==> src/rtl/mrd_tlp_requester.sv <==
// rtl/mrd_tlp_requester.sv - MRd32 TLP header requester with PCIe read-tag pool
//
// Purpose:
//   Accepts one DMA read request at a time. Checks it against MRRS and the
//   4 KB boundary. For an accepted request it allocates the next read tag,
//   emits one 3DW MRd32 header on a 128-bit TX stream and reports completion.
//   Tags are returned by the completion packer.
//
// Ports:
//   i_clk, i_rst_n          clock, asynchronous active-low reset
//   pcie_dcommand[15:0]     Device Control register; [14:12] = MRRS encoding
//   cfg_requester_id[15:0]  bus/dev/func placed in DW1
//   dma_read_addr/len/valid request in (len in DW, 0 = 1024); held until done
//   dma_read_done/err       one-cycle completion pulse; err marks a rejection
//   current_tag[7:0]        tag the pending or next request uses
//   tag_release_valid/tag   packer returns a tag to the pool
//   all_tags_free           no tag outstanding
//   tx_tdata/tkeep/tlast/tvalid/tready  header stream, DW0 in [31:0]

module mrd_tlp_requester #(
  parameter int p_tags = 8
) (
  input  logic         i_clk,
  input  logic         i_rst_n,
  input  logic [15:0]  pcie_dcommand,
  input  logic [15:0]  cfg_requester_id,
  input  logic [31:0]  dma_read_addr,
  input  logic [9:0]   dma_read_len,
  input  logic         dma_read_valid,
  output logic         dma_read_done,
  output logic         dma_read_err,
  output logic [7:0]   current_tag,
  input  logic         tag_release_valid,
  input  logic [7:0]   tag_release_tag,
  output logic         all_tags_free,
  output logic [127:0] tx_tdata,
  output logic [15:0]  tx_tkeep,
  output logic         tx_tlast,
  output logic         tx_tvalid,
  input  logic         tx_tready
);

  localparam int c_ptr_w = (p_tags > 1) ? $clog2(p_tags) : 1;

  typedef enum logic [2:0] {
    S_IDLE,
    S_CHECK,
    S_WAIT_TAG,
    S_SEND,
    S_DONE
  } state_t;

  state_t               r_state;
  state_t               next_state;
  logic [31:0]          r_addr;
  logic [9:0]           r_len;
  logic [c_ptr_w-1:0]   r_ptr;
  logic [p_tags-1:0]    r_bitmap;
  logic [p_tags-1:0]    bitmap_next;
  logic                 r_all_free;
  logic                 r_tvalid;
  logic [127:0]         r_tdata;
  logic                 r_done;
  logic                 r_err;

  logic [12:0]          req_bytes;
  logic [12:0]          mrrs_bytes;
  logic [13:0]          end_offset;
  logic                 req_bad;
  logic                 tag_busy;
  logic                 send_accept;
  logic                 rel_hit;
  logic [7:0]           tag8;
  logic [3:0]           last_be;
  logic [127:0]         hdr;
  logic                 unused_dcommand;

  assign unused_dcommand = ^{pcie_dcommand[15], pcie_dcommand[11:0]};

  // Length 0 encodes 1024 DW, i.e. 4096 bytes.
  assign req_bytes = (r_len == 10'd0) ? 13'd4096 : {1'b0, r_len, 2'b00};

  // MRRS encodings above 5 are reserved; treat them as the 4 KB maximum.
  always_comb begin
    mrrs_bytes = 13'd4096;
    case (pcie_dcommand[14:12])
      3'd0:    mrrs_bytes = 13'd128;
      3'd1:    mrrs_bytes = 13'd256;
      3'd2:    mrrs_bytes = 13'd512;
      3'd3:    mrrs_bytes = 13'd1024;
      3'd4:    mrrs_bytes = 13'd2048;
      default: mrrs_bytes = 13'd4096;
    endcase
  end

  // Ending exactly on the 4 KB boundary is legal; only crossing it is not.
  assign end_offset = {2'b00, r_addr[11:0]} + {1'b0, req_bytes};
  assign req_bad    = (req_bytes > mrrs_bytes) || (end_offset > 14'd4096);

  assign tag_busy    = r_bitmap[r_ptr];
  assign send_accept = (r_state == S_SEND) && tx_tready;

  // Out-of-range tags would alias onto a low tag if only the low bits were
  // used, so they are filtered before touching the bitmap.
  assign rel_hit = tag_release_valid && ({1'b0, tag_release_tag} < 9'(p_tags));

  // Clear first, then set: a same-cycle release of another tag and the
  // allocation both land.
  always_comb begin
    bitmap_next = r_bitmap;
    if (rel_hit) begin
      bitmap_next[tag_release_tag[c_ptr_w-1:0]] = 1'b0;
    end
    if (send_accept) begin
      bitmap_next[r_ptr] = 1'b1;
    end
  end

  always_comb begin
    next_state = r_state;
    case (r_state)
      S_IDLE: begin
        if (dma_read_valid) next_state = S_CHECK;
      end
      S_CHECK: begin
        if (req_bad)       next_state = S_DONE;
        else if (tag_busy) next_state = S_WAIT_TAG;
        else               next_state = S_SEND;
      end
      S_WAIT_TAG: begin
        if (!tag_busy) next_state = S_SEND;
      end
      S_SEND: begin
        if (tx_tready) next_state = S_DONE;
      end
      S_DONE: begin
        next_state = S_IDLE;
      end
      default: begin
        next_state = S_IDLE;
      end
    endcase
  end

  // Header assembly: DW0 carries only the length, all other DW0 fields are 0.
  assign tag8    = 8'(r_ptr);
  assign last_be = (r_len == 10'd1) ? 4'h0 : 4'hF;
  assign hdr     = {32'h0000_0000,
                    {r_addr[31:2], 2'b00},
                    {cfg_requester_id, tag8, last_be, 4'hF},
                    {22'd0, r_len}};

  always_ff @(posedge i_clk or negedge i_rst_n) begin
    if (!i_rst_n) begin
      r_state    <= S_IDLE;
      r_addr     <= '0;
      r_len      <= '0;
      r_ptr      <= '0;
      r_bitmap   <= '0;
      r_all_free <= 1'b1;
      r_tvalid   <= 1'b0;
      r_tdata    <= '0;
      r_done     <= 1'b0;
      r_err      <= 1'b0;
    end else begin
      r_state <= next_state;

      if ((r_state == S_IDLE) && dma_read_valid) begin
        r_addr <= dma_read_addr;
        r_len  <= dma_read_len;
      end

      r_bitmap   <= bitmap_next;
      r_all_free <= (bitmap_next == '0);

      if (send_accept) begin
        r_ptr <= r_ptr + 1'b1;
      end

      // Header is captured once on entry to SEND so it stays stable under
      // backpressure even if cfg_requester_id moves.
      r_tvalid <= (next_state == S_SEND);
      if (next_state == S_SEND) begin
        if (r_state != S_SEND) r_tdata <= hdr;
      end else begin
        r_tdata <= '0;
      end

      r_done <= (next_state == S_DONE);
      r_err  <= (r_state == S_CHECK) && (next_state == S_DONE);
    end
  end

  assign dma_read_done = r_done;
  assign dma_read_err  = r_err;
  assign current_tag   = 8'(r_ptr);
  assign all_tags_free = r_all_free;
  assign tx_tvalid     = r_tvalid;
  assign tx_tdata      = r_tdata;
  assign tx_tlast      = r_tvalid;
  assign tx_tkeep      = r_tvalid ? 16'h0FFF : 16'h0000;

endmodule

==> config.mk <==
export PLATFORM = sky130hd
export DESIGN_NAME = mrd_tlp_requester
export DESIGN_NICKNAME = d
export VERILOG_FILES = /design/src/rtl/mrd_tlp_requester.sv
export SDC_FILE = /design/constraint.sdc
export NUM_CORES = 1
export LEC_CHECK = 0
export CORE_MARGIN = 8
export CORE_UTILIZATION = 45
export CTS_CLUSTER_DIAMETER = 40
export DETAILED_ROUTE_END_ITERATION = 8
export GPL_ROUTABILITY_DRIVEN = 1
export GPL_TIMING_DRIVEN = 0
export PLACE_DENSITY = 0.83
export SLEW_MARGIN = 20
export SYNTH_ARGS = -nofsm -noshare
export SYNTH_HDL_FRONTEND = slang
export SYNTH_SLANG_ARGS = --single-unit
export TNS_END_PERCENT = 1
==> constraint.sdc <==
create_clock -name i_clk -period 8.6 [get_ports i_clk]
set_input_delay 1.72 -clock i_clk [delete_from_list [all_inputs] [get_ports i_clk]]
set_output_delay 1.72 -clock i_clk [all_outputs]
set_load 0.03 [all_outputs]
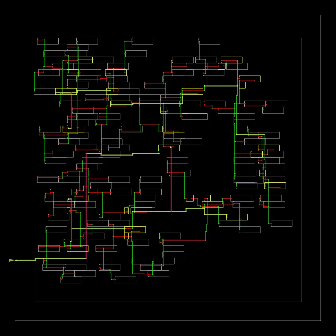
(run_1/final_clocks.png)
seq_cells: 121
Num CTS Buffers: 17
P_clk: 710 uW

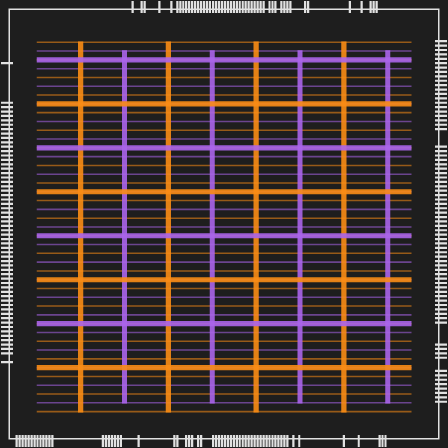
(run_1/pdn.png)
Pins as bars on the die edge.
legend:
  VSS:
    colour: orange
  VDD:
    colour: purple
met5 straps: 8
signal pins: 244
Die X-Extent: 132 um
Core Footprint: 13200 um2
VDD IR max: 0.229 mV

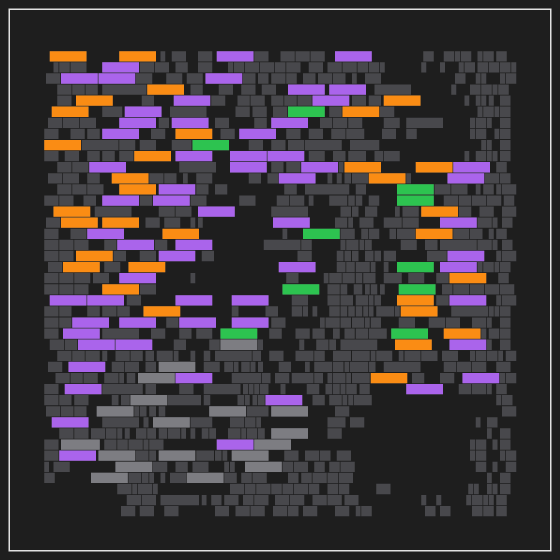
(run_1/registers.png)
Other sequential cells in the stronger grey, the rest of the logic in the fainter grey.
legend:
  r_len:
    colour: green
    sequential_cells: 10
  r_addr:
    colour: orange
    sequential_cells: 32
  tx_tdata:
    colour: purple
    sequential_cells: 61
not coloured: 18
final core utilization: 0.664
Flop area: 3030 um2

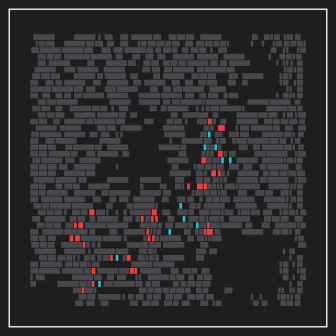
(run_1/gate_families.png)
legend:
  inverters:
    colour: cyan
    cells: 11
    most_used: inv_1
  NAND gates:
    colour: red
    cells: 32
    most_used: nand2_1
dominant logic cell type in the layout: clkdlybuf4s50_1
Comb/total area: 0.277

## run 1: report_power, final
| part | internal, mW | switching [mW] | total, mW |
|---|---|---|---|
| Combinational | 0.802 | 0.953 | 1.76 |
| Sequential | 0.811 | 0.186 | 0.998 |
| Clock | 0.448 | 0.262 | 0.710 |
| Total | 2.06 | 1.40 | 3.46 |
## run 1: kinds of logic (layout without fill, tap and decap cells)
| group | after synthesis | count (layout) | synth area share |
|---|---|---|---|
| fa+ha+maj | 18 | 18 | 0.0382 |
| xor+xnor | 6 | 6 | 0.00862 |
| flops | 121 | 121 | 0.497 |
| buf+inv | 134 | 326 | 0.146 |
| other cells | 1 | 70 | 0.000615 |
| compound gates | 123 | 123 | 0.161 |
| mux | 47 | 47 | 0.0913 |
| simple gates | 65 | 65 | 0.0569 |
## run 1: cell usage after synthesis (all sizes together) (3+ instances only)
cell,n
nor2,14
xor2,3
a21o,4
a22o,60
a21oi,13
mux2,43
o31ai,5
nand2,16
nand3,6
ha,17
inv,10
nor3,3
or4,4
o2bb2ai,3
dfrtp,120
or3,4
o22ai,4
a211o,3
o21ai,12
buf,97
clkbuf,26
nand2b,5
xnor2,3
## run 1: critical path, delay by kind of cell
family,cells,cell delay [ps]
and+or+nand+nor,1,470
adders and majority gates,1,300
AOI/OAI and AO/OA,5,1260
buffers and inverters,2,760
## run 1: metal layers
layer	part of all wire	track usage
met2	0.50	0.330
met4	0.0091	0.0618
met5	0	0
met1	0.40	0.215
met3	0.092	0.0880
## run 1: worst paths after layout
check                                    startpoint                  endpoint  slack, ps  depth (start not counted)
min                        tx_tdata[63]$_DFFE_PN0P_  tx_tdata[63]$_DFFE_PN0P_        500                          1
min reg2reg                tx_tdata[63]$_DFFE_PN0P_  tx_tdata[63]$_DFFE_PN0P_        500                          1
max in group asynchronous                   i_rst_n      r_len[9]$_DFFE_PN0P_       6620                          2
max reg2reg                    r_len[0]$_DFFE_PN0P_  tx_tdata[68]$_DFFE_PN0P_       4950                         11
max                               pcie_dcommand[12]  tx_tdata[68]$_DFFE_PN0P_       4430                          9
min in group asynchronous                   i_rst_n  tx_tdata[53]$_DFFE_PN0P_       1250                          1
## run 1: through the flow
stage          setup WS [ps]  std cells
2_1_floorplan           4800        584
3_3_place_gp            1290        919
3_5_place_dp            4000        921
4_1_cts                 4420        952
5_1_grt                 4260        952
6_report                4430        952
## run 1: flip-flops by register name, summed over array words and instances (netlist names)
name           cells
tx_tdata          61
r_state            3
dma_read_err       1
dma_read_done      1
r_ptr              3
r_bitmap           8
tx_tlast           1
r_addr            32
r_len             10
all_tags_free      1
## run 1: area by class of cell
cell class	instances	area share
Timing Repair Buffer	161	0.185
Clock buffer	21	0.0535
Inverter	11	0.00469
Clock inverter	10	0.0134
Sequential cell	121	0.344
Buffer	123	0.0967
Tap cell	176	0.0250
Multi-Input combinational cell	329	0.277
==> results_dict.tcl, run 1 <==
# place-and-route summary
set metrics [dict create \
    finalHoldWorstSlack_ps 497 \
    crit_arrival_ps 4520 \
    drive_above_1_share 0.236 \
    slowest_delay_ps 550 \
    drcViolationCount 0 \
    fin_crit_sh 0.485 \
    synth_area_per_cell_um2 11.8 \
    status "complete, no violations" \
    cts_buffer_depth 2 \
    grt_start_max_net_pins 68 \
    hold_buffers 0 \
    slew_violations 0 \
    postCtsResizedCells 0 \
    cts_tree "yes" \
    portBuffers 159 \
    crit_path_end_kind "flop" \
    hold_class "flop to flop" \
    fin_worst_skew_ps 9.14 \
    clock.latency.late_pin_ps 420 \
    fin_crit_ps 4170 \
    postSynthCellCount 515 \
    finalWirelength_mm 17.1 \
    max_slew_margin 0.498 \
    logic_area_um2 2440 \
    p_total_mw 3.46 \
    cp-start-kind "input pin" \
    warning_count 39 \
    ys_chip_area_um2 6100 \
    grt_antenna_before_repair 0 \
    rows 42 \
    clock.fmax_mhz 240 \
    fp_util 0.460 \
    yosys_most_used_dff "dfrtp_1" \
    vias 4817 \
    p_per_area_nw_per_um2 394 \
    rsz0062_at_grt "false" \
    die-area_um2 17500 \
    final_nets 869 \
    clk_pin_slew_ps 50 \
    cts_setup_buffers 0 \
    drt_iter0_markers 229 \
    path_max_fanout 10 \
    p_leak_nw 4.06 \
    htreeDepth 4 \
    syn2layout_area_growth_pct 44.3 \
]
==> run_1/met1.png <==
Supply wires on this layer in grey.
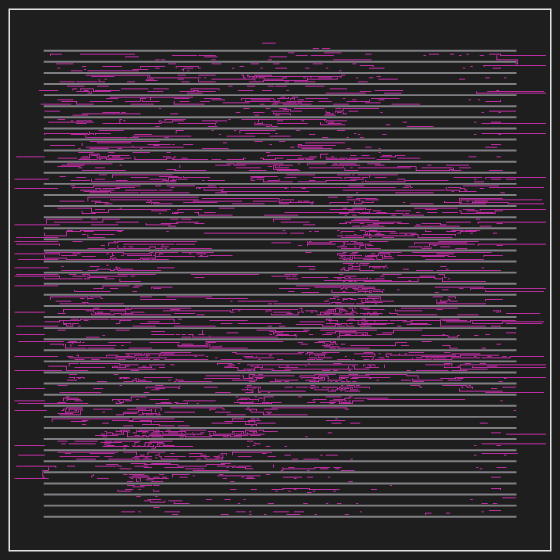

==> run 2, diff against run 1 <==
--- a/config.mk
+++ b/config.mk
@@ -6,12 +6,12 @@
 export NUM_CORES = 1
 export LEC_CHECK = 0
 export CORE_MARGIN = 8
-export CORE_UTILIZATION = 45
+export CORE_UTILIZATION = 40
 export CTS_CLUSTER_DIAMETER = 40
 export DETAILED_ROUTE_END_ITERATION = 8
 export GPL_ROUTABILITY_DRIVEN = 1
 export GPL_TIMING_DRIVEN = 0
-export PLACE_DENSITY = 0.83
+export PLACE_DENSITY = 0.78
 export SLEW_MARGIN = 20
 export SYNTH_ARGS = -nofsm -noshare
 export SYNTH_HDL_FRONTEND = slang
==> constraint.sdc (replaced) <==
create_clock -name i_clk -period 3.5 [get_ports i_clk]
set_input_delay 0.7 -clock i_clk [delete_from_list [all_inputs] [get_ports i_clk]]
set_output_delay 0.7 -clock i_clk [all_outputs]
set_load 0.03 [all_outputs]
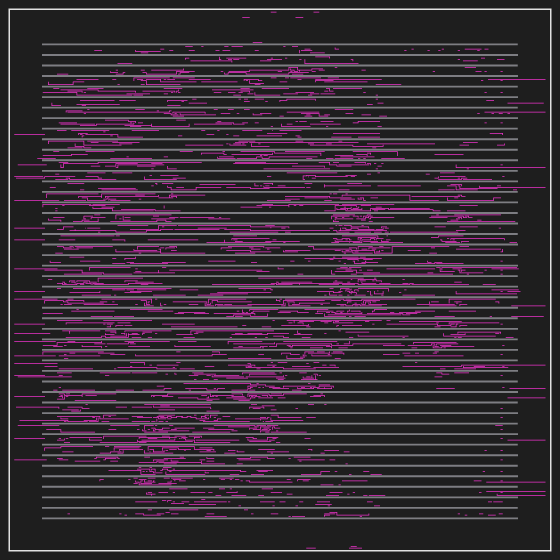
(run_2/met1.png)
Supply wires on this layer in grey.
share of all routed wire: 41%
main direction: horizontal
GR met1 Demand/Resource: 0.194
Via Count: 4633
Post-Route WL: 16.2 mm

==> run 2 against run 1 <==
  * Routed wire length down 5.0%
  * Sequential power is 140% higher
  * Clock skew increased by 1.4 ps
  * Setup slack got worse by 4200 ps
  * Clock power is 150% higher
  * Via count shrank 3.8%
  * Total power is 150% higher
  * Highest routed layer is now met5
==> results_dict.tcl, run 2 <==
# place-and-route summary
set metrics [dict create \
    status "complete, no violations" \
    die-area_um2 19400 \
    hold_buffers 0 \
    crit_path_end_kind "flop" \
    cts_buffer_depth 2 \
    p_per_area_nw_per_um2 963 \
    clk_pin_slew_ps 60 \
    htreeDepth 4 \
    drive_above_1_share 0.243 \
    final_nets 871 \
    core_um2 15000 \
    ant_nets 0 \
    pre_cts_ws_ps -127 \
    ys_chip_area_um2 6100 \
    cp_top_family "AND-OR/OR-AND gates" \
    fin_crit_ps 3260 \
    p_leak_nw 4.07 \
    crit_arrival_ps 3600 \
    slowest_delay_ps 430 \
    grt_start_max_net_pins 76 \
    portBuffers 159 \
    synth.most_common_cell "dfrtp_1" \
    ys_top_cells_by_count "dfrtp_1 (120), buf_4 (89), a22o_1 (60), mux2_2 (42), clkbuf_1 (25)" \
    layout_top_cell "clkdlybuf4s50_1" \
    rsz0062_at_grt "false" \
    max_slew_margin 0.534 \
    rrSetupSlack_ps 240 \
    path_max_fanout 10 \
    yosys_most_used_dff "dfrtp_1" \
    worst_slack_ps 243 \
    cts_buffers 17 \
    drt_iter0_markers 171 \
    clock.fmax_mhz 307 \
    syn2layout_area_growth_pct 45.4 \
    hold_class "input pin to asynchronous set/reset pin" \
    fp_util 0.405 \
    cts_tree "yes" \
    slew_violations 0 \
    max-vdd-ir-drop_mv 0.516 \
    path_buffers 3 \
    fp.dieW_um 139 \
    cp-start-kind "flop" \
    synth_area_per_cell_um2 11.8 \
    fin_worst_skew_ps 10.5 \
    warning_count 39 \
    grt_antenna_before_repair 1 \
]
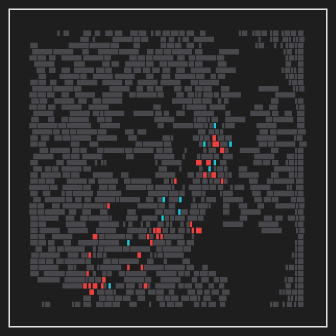
(run_2/gate_families.png)
legend:
  inverters:
    colour: cyan
    cells: 11
    most_used: inv_1
  NAND gates:
    colour: red
    cells: 32
    most_used: nand2_1
Final Non-Filler Cells: 967
Comb/total area: 0.277

==> run 2: final cells by class <==
cell class	instances	area, um2
plain buffers	123	851
inverters	11	41.3
fillers	1266	6170
repair buffers	163	1660
clock buffers	19	453
clock inverters	13	143
multi-input cells	329	2450
well taps	188	235
flip-flops and latches	121	3030
==> run 2: report_power, final <==
group | switching, mW | total [mW] | leakage [nW] | internal (mW)
registers | 0.437 | 2.43 | 1.56 | 1.99
logic | 2.33 | 4.34 | 2.23 | 2.02
clock network | 0.668 | 1.76 | 0.278 | 1.09
==> run 2: kinds of logic after synthesis <==
kind of cell             Yosys count  share of synthesized area
other                              1                   0.000615
AND-OR/OR-AND                    123                      0.161
adder cells (fa/ha/maj)           18                     0.0382
XOR/XNOR                           6                    0.00862
flip-flops                       121                      0.497
buffers and inverters            134                      0.146
multiplexers                      47                     0.0913
AND/OR/NAND/NOR                   65                     0.0569
==> run 2: path summary, 6_finish.rpt <==
path                                           from                  endpoint  cells after the start
max                            r_len[0]$_DFFE_PN0P_  tx_tdata[67]$_DFFE_PN0P_                     12
min                                         i_rst_n  tx_tdata[50]$_DFFE_PN0P_                      1
max reg2reg                    r_len[0]$_DFFE_PN0P_  tx_tdata[67]$_DFFE_PN0P_                     12
min reg2reg                tx_tdata[75]$_DFFE_PN0P_  tx_tdata[75]$_DFFE_PN0P_                      1
max in group asynchronous                   i_rst_n  tx_tdata[67]$_DFFE_PN0P_                      2
min in group i_clk         tx_tdata[75]$_DFFE_PN0P_  tx_tdata[75]$_DFFE_PN0P_                      1
==> run 2: per-layer routing <==
metal | vias to the layer above | GRT usage | wire, um
met5 | - | 0 | 10
met4 | 2 | 0.0514 | 119
met3 | 11 | 0.0862 | 1860
met2 | 173 | 0.266 | 7610
met1 | 2231 | 0.194 | 6600
li1 | 2216 | - | -
==> run 2: what timing repair did <==
| action | in CTS | in global routing |
|---|---|---|
| pin swaps | 2 | 1 |
| resized | 0 | 3 |
| endpoints found under the setup margin | 60 | 67 |
| buffers inserted | 2 | 0 |
==> run 2: through the flow <==
stage	instances	cell area, um2	total power [mW]	hold slack (ps)	utilization
finish	967	8860	8.53	212	0.589
global route	967	8860	9.04	240	0.589
CTS	967	8850	8.56	221	0.589
detailed placement	933	8220	6.71	481	0.547
global placement	931	8180	6.62	474	0.544
floorplan	584	6350	5.26	404	-
==> run_2/registers.png <==
Other sequential cells in the stronger grey, the rest of the logic in the fainter grey.
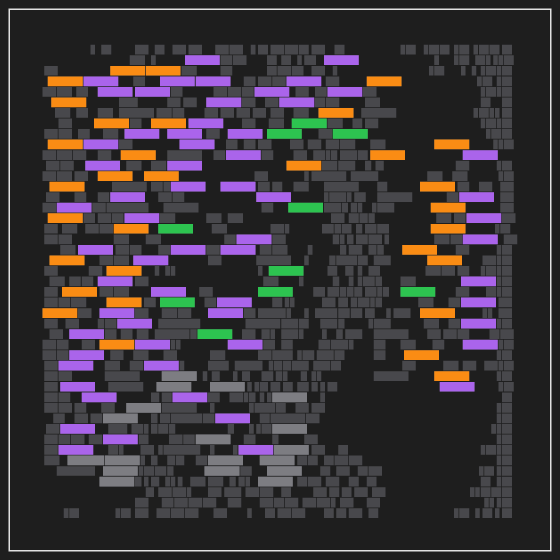

==> run 3, diff against run 2 <==
--- a/config.mk
+++ b/config.mk
@@ -12,7 +12,7 @@
 export GPL_ROUTABILITY_DRIVEN = 1
 export GPL_TIMING_DRIVEN = 0
 export PLACE_DENSITY = 0.78
-export SLEW_MARGIN = 20
+export SLEW_MARGIN = 40
 export SYNTH_ARGS = -nofsm -noshare
 export SYNTH_HDL_FRONTEND = slang
 export SYNTH_SLANG_ARGS = --single-unit
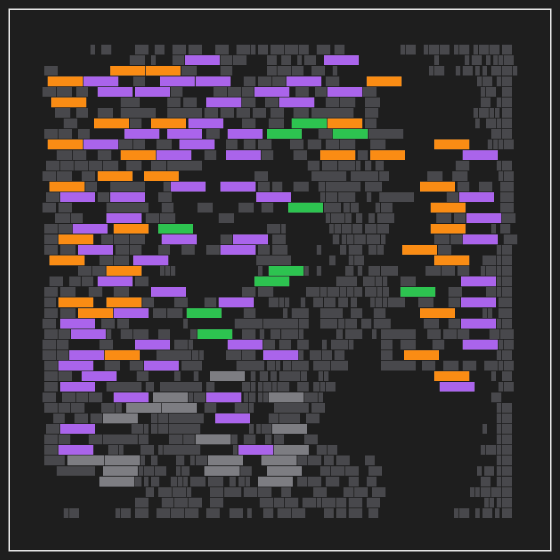
(run_3/registers.png)
Other sequential cells in the stronger grey, the rest of the logic in the fainter grey.
legend:
  r_addr:
    colour: orange
    sequential_cells: 32
  r_len:
    colour: green
    sequential_cells: 10
    where: centre
  tx_tdata:
    colour: purple
    sequential_cells: 61
not coloured: 18
P_seq: 2.43 mW
final core utilization: 0.591
Seq/total area: 0.341

==> run 3 against run 2 <==
  * Setup slack better by 34 ps
  * Total power up 0.61%
  * Sequential cell count unchanged
  * First-iteration DRC count down 13%
  * Highest routed layer unchanged
  * Clock power up 2%
  * Sequential power about the same
  * Hold slack worse by 29 ps
==> results_dict.tcl, run 3 <==
# place-and-route summary
set metrics [dict create \
    cts_buffers 17 \
    clock.latency.late_pin_ps 410 \
    status "complete, no violations" \
    cts_buffer_depth 2 \
    cp-start-kind "flop" \
    fin_area_um2 8880 \
    drcViolationCount 0 \
    p_total_mw 8.58 \
    path_buffers 3 \
    portBuffers 159 \
    syn2layout_area_growth_pct 45.6 \
    drt_iter0_markers 148 \
    clk_pin_slew_ps 60 \
    logic_area_um2 2450 \
    cts_tree "yes" \
    slew_violations 0 \
    crit_path_end_kind "flop" \
    rr_worst_depth 12 \
    rows 45 \
    fillCellCount 1268 \
    htreeDepth 4 \
    drive_above_1_share 0.241 \
    dp.cells 933 \
    final_nets 871 \
    r2r_end "tx_tdata[90]$_DFFE_PN0P_" \
    synth.most_common_cell "dfrtp_1" \
    warning_count 39 \
    ys_top_cells_by_count "dfrtp_1 (120), buf_4 (89), a22o_1 (60), mux2_2 (42), clkbuf_1 (25)" \
    largest_reg_flops 61 \
    fp_util 0.405 \
    rrSetupSlack_ps 280 \
    finalWirelength_mm 16.2 \
    clock.fmax_mhz 310 \
    cp_top_family "AND-OR/OR-AND gates" \
]
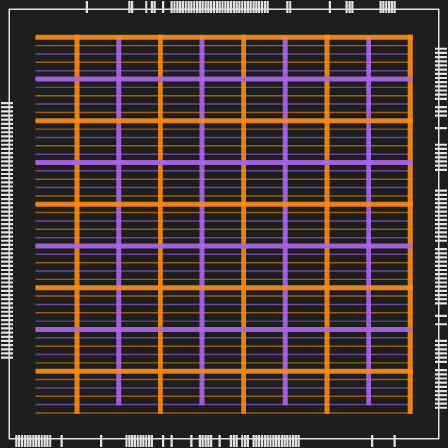
(run_3/pdn.png)
Pins as bars on the die edge.
legend:
  VDD:
    colour: purple
  VSS:
    colour: orange
met1 rails: 46
signal pins: 244
rows: 45
Die X-Extent: 139 um
Core Footprint: 15000 um2
VDD IR max: 0.493 mV
Vert. Die Dim: 139 um

-- run 3: worst reg2reg max path, cell delays in order, from the launching register on --
cell and delay (ps):
dfrtp_1 440, clkbuf_1 120, ha_1 210, fa_1 430
nor4_1 270, o221ai_1 170, a311o_1 310, a2111oi_2 330
a32oi_2 210, o22ai_4 210, buf_12 150, buf_6 150
a22o_1 160
-- run 3: area by class of cell --
class | count | share of cell area
well taps | 188 | 0.0265
clock inverters | 13 | 0.0189
multi-input cells | 329 | 0.276
inverters | 11 | 0.00465
repair buffers | 163 | 0.187
plain buffers | 123 | 0.0958
clock buffers | 19 | 0.0499
flip-flops and latches | 121 | 0.341
-- run 3: timing repair --
action / CTS / global route
buffers inserted: 2 / 0
setup endpoints to repair: 60 / 67
pin swaps: 2 / 1
gates resized: 0 / 3
-- run 3: metal layers --
layer,routed length (um),GRT usage
met4,161,0.0479
met2,7650,0.270
met1,6520,0.191
met5,13,0
met3,1840,0.0886
-- run 3: worst max path at each step --
stage	start	end	slack [ps]	cells after the start
floorplan	r_len[0]$_DFFE_PN0P_	tx_tdata[68]$_DFFE_PN0P_	530	11
global route	r_len[0]$_DFFE_PN0P_	tx_tdata[58]$_DFFE_PN0P_	60	12
finish	r_len[0]$_DFFE_PN0P_	tx_tdata[90]$_DFFE_PN0P_	280	12
CTS	r_len[0]$_DFFE_PN0P_	tx_tdata[67]$_DFFE_PN0P_	20	12
global placement	i_rst_n	tx_tdata[62]$_DFFE_PN0P_	-3020	1
detailed placement	r_len[0]$_DFFE_PN0P_	tx_tdata[57]$_DFFE_PN0P_	-130	11
-- run 3: cell families after synthesis --
logic type,after synthesis,share of synthesized area
buf+inv,134,0.146
compound gates,123,0.161
flops,121,0.497
simple gates,65,0.0569
mux,47,0.0913
fa+ha+maj,18,0.0382
xor+xnor,6,0.00862
other cells,1,0.000615
-- run 3: stage by stage --
| stage | worst slack, ps | hold WS (ps) |
|---|---|---|
| 6_report | 276 | 183 |
| 5_1_grt | 56.7 | 194 |
| 4_1_cts | 16.0 | 180 |
| 3_5_place_dp | -128 | 482 |
| 3_3_place_gp | -3020 | 474 |
| 2_1_floorplan | 532 | 404 |
-- run 3: where the power goes --
group / internal [mW] / switching [mW]
registers: 1.99 / 0.440
clock network: 1.15 / 0.656
logic: 2.02 / 2.33
Power and IR drop assume default switching activity.
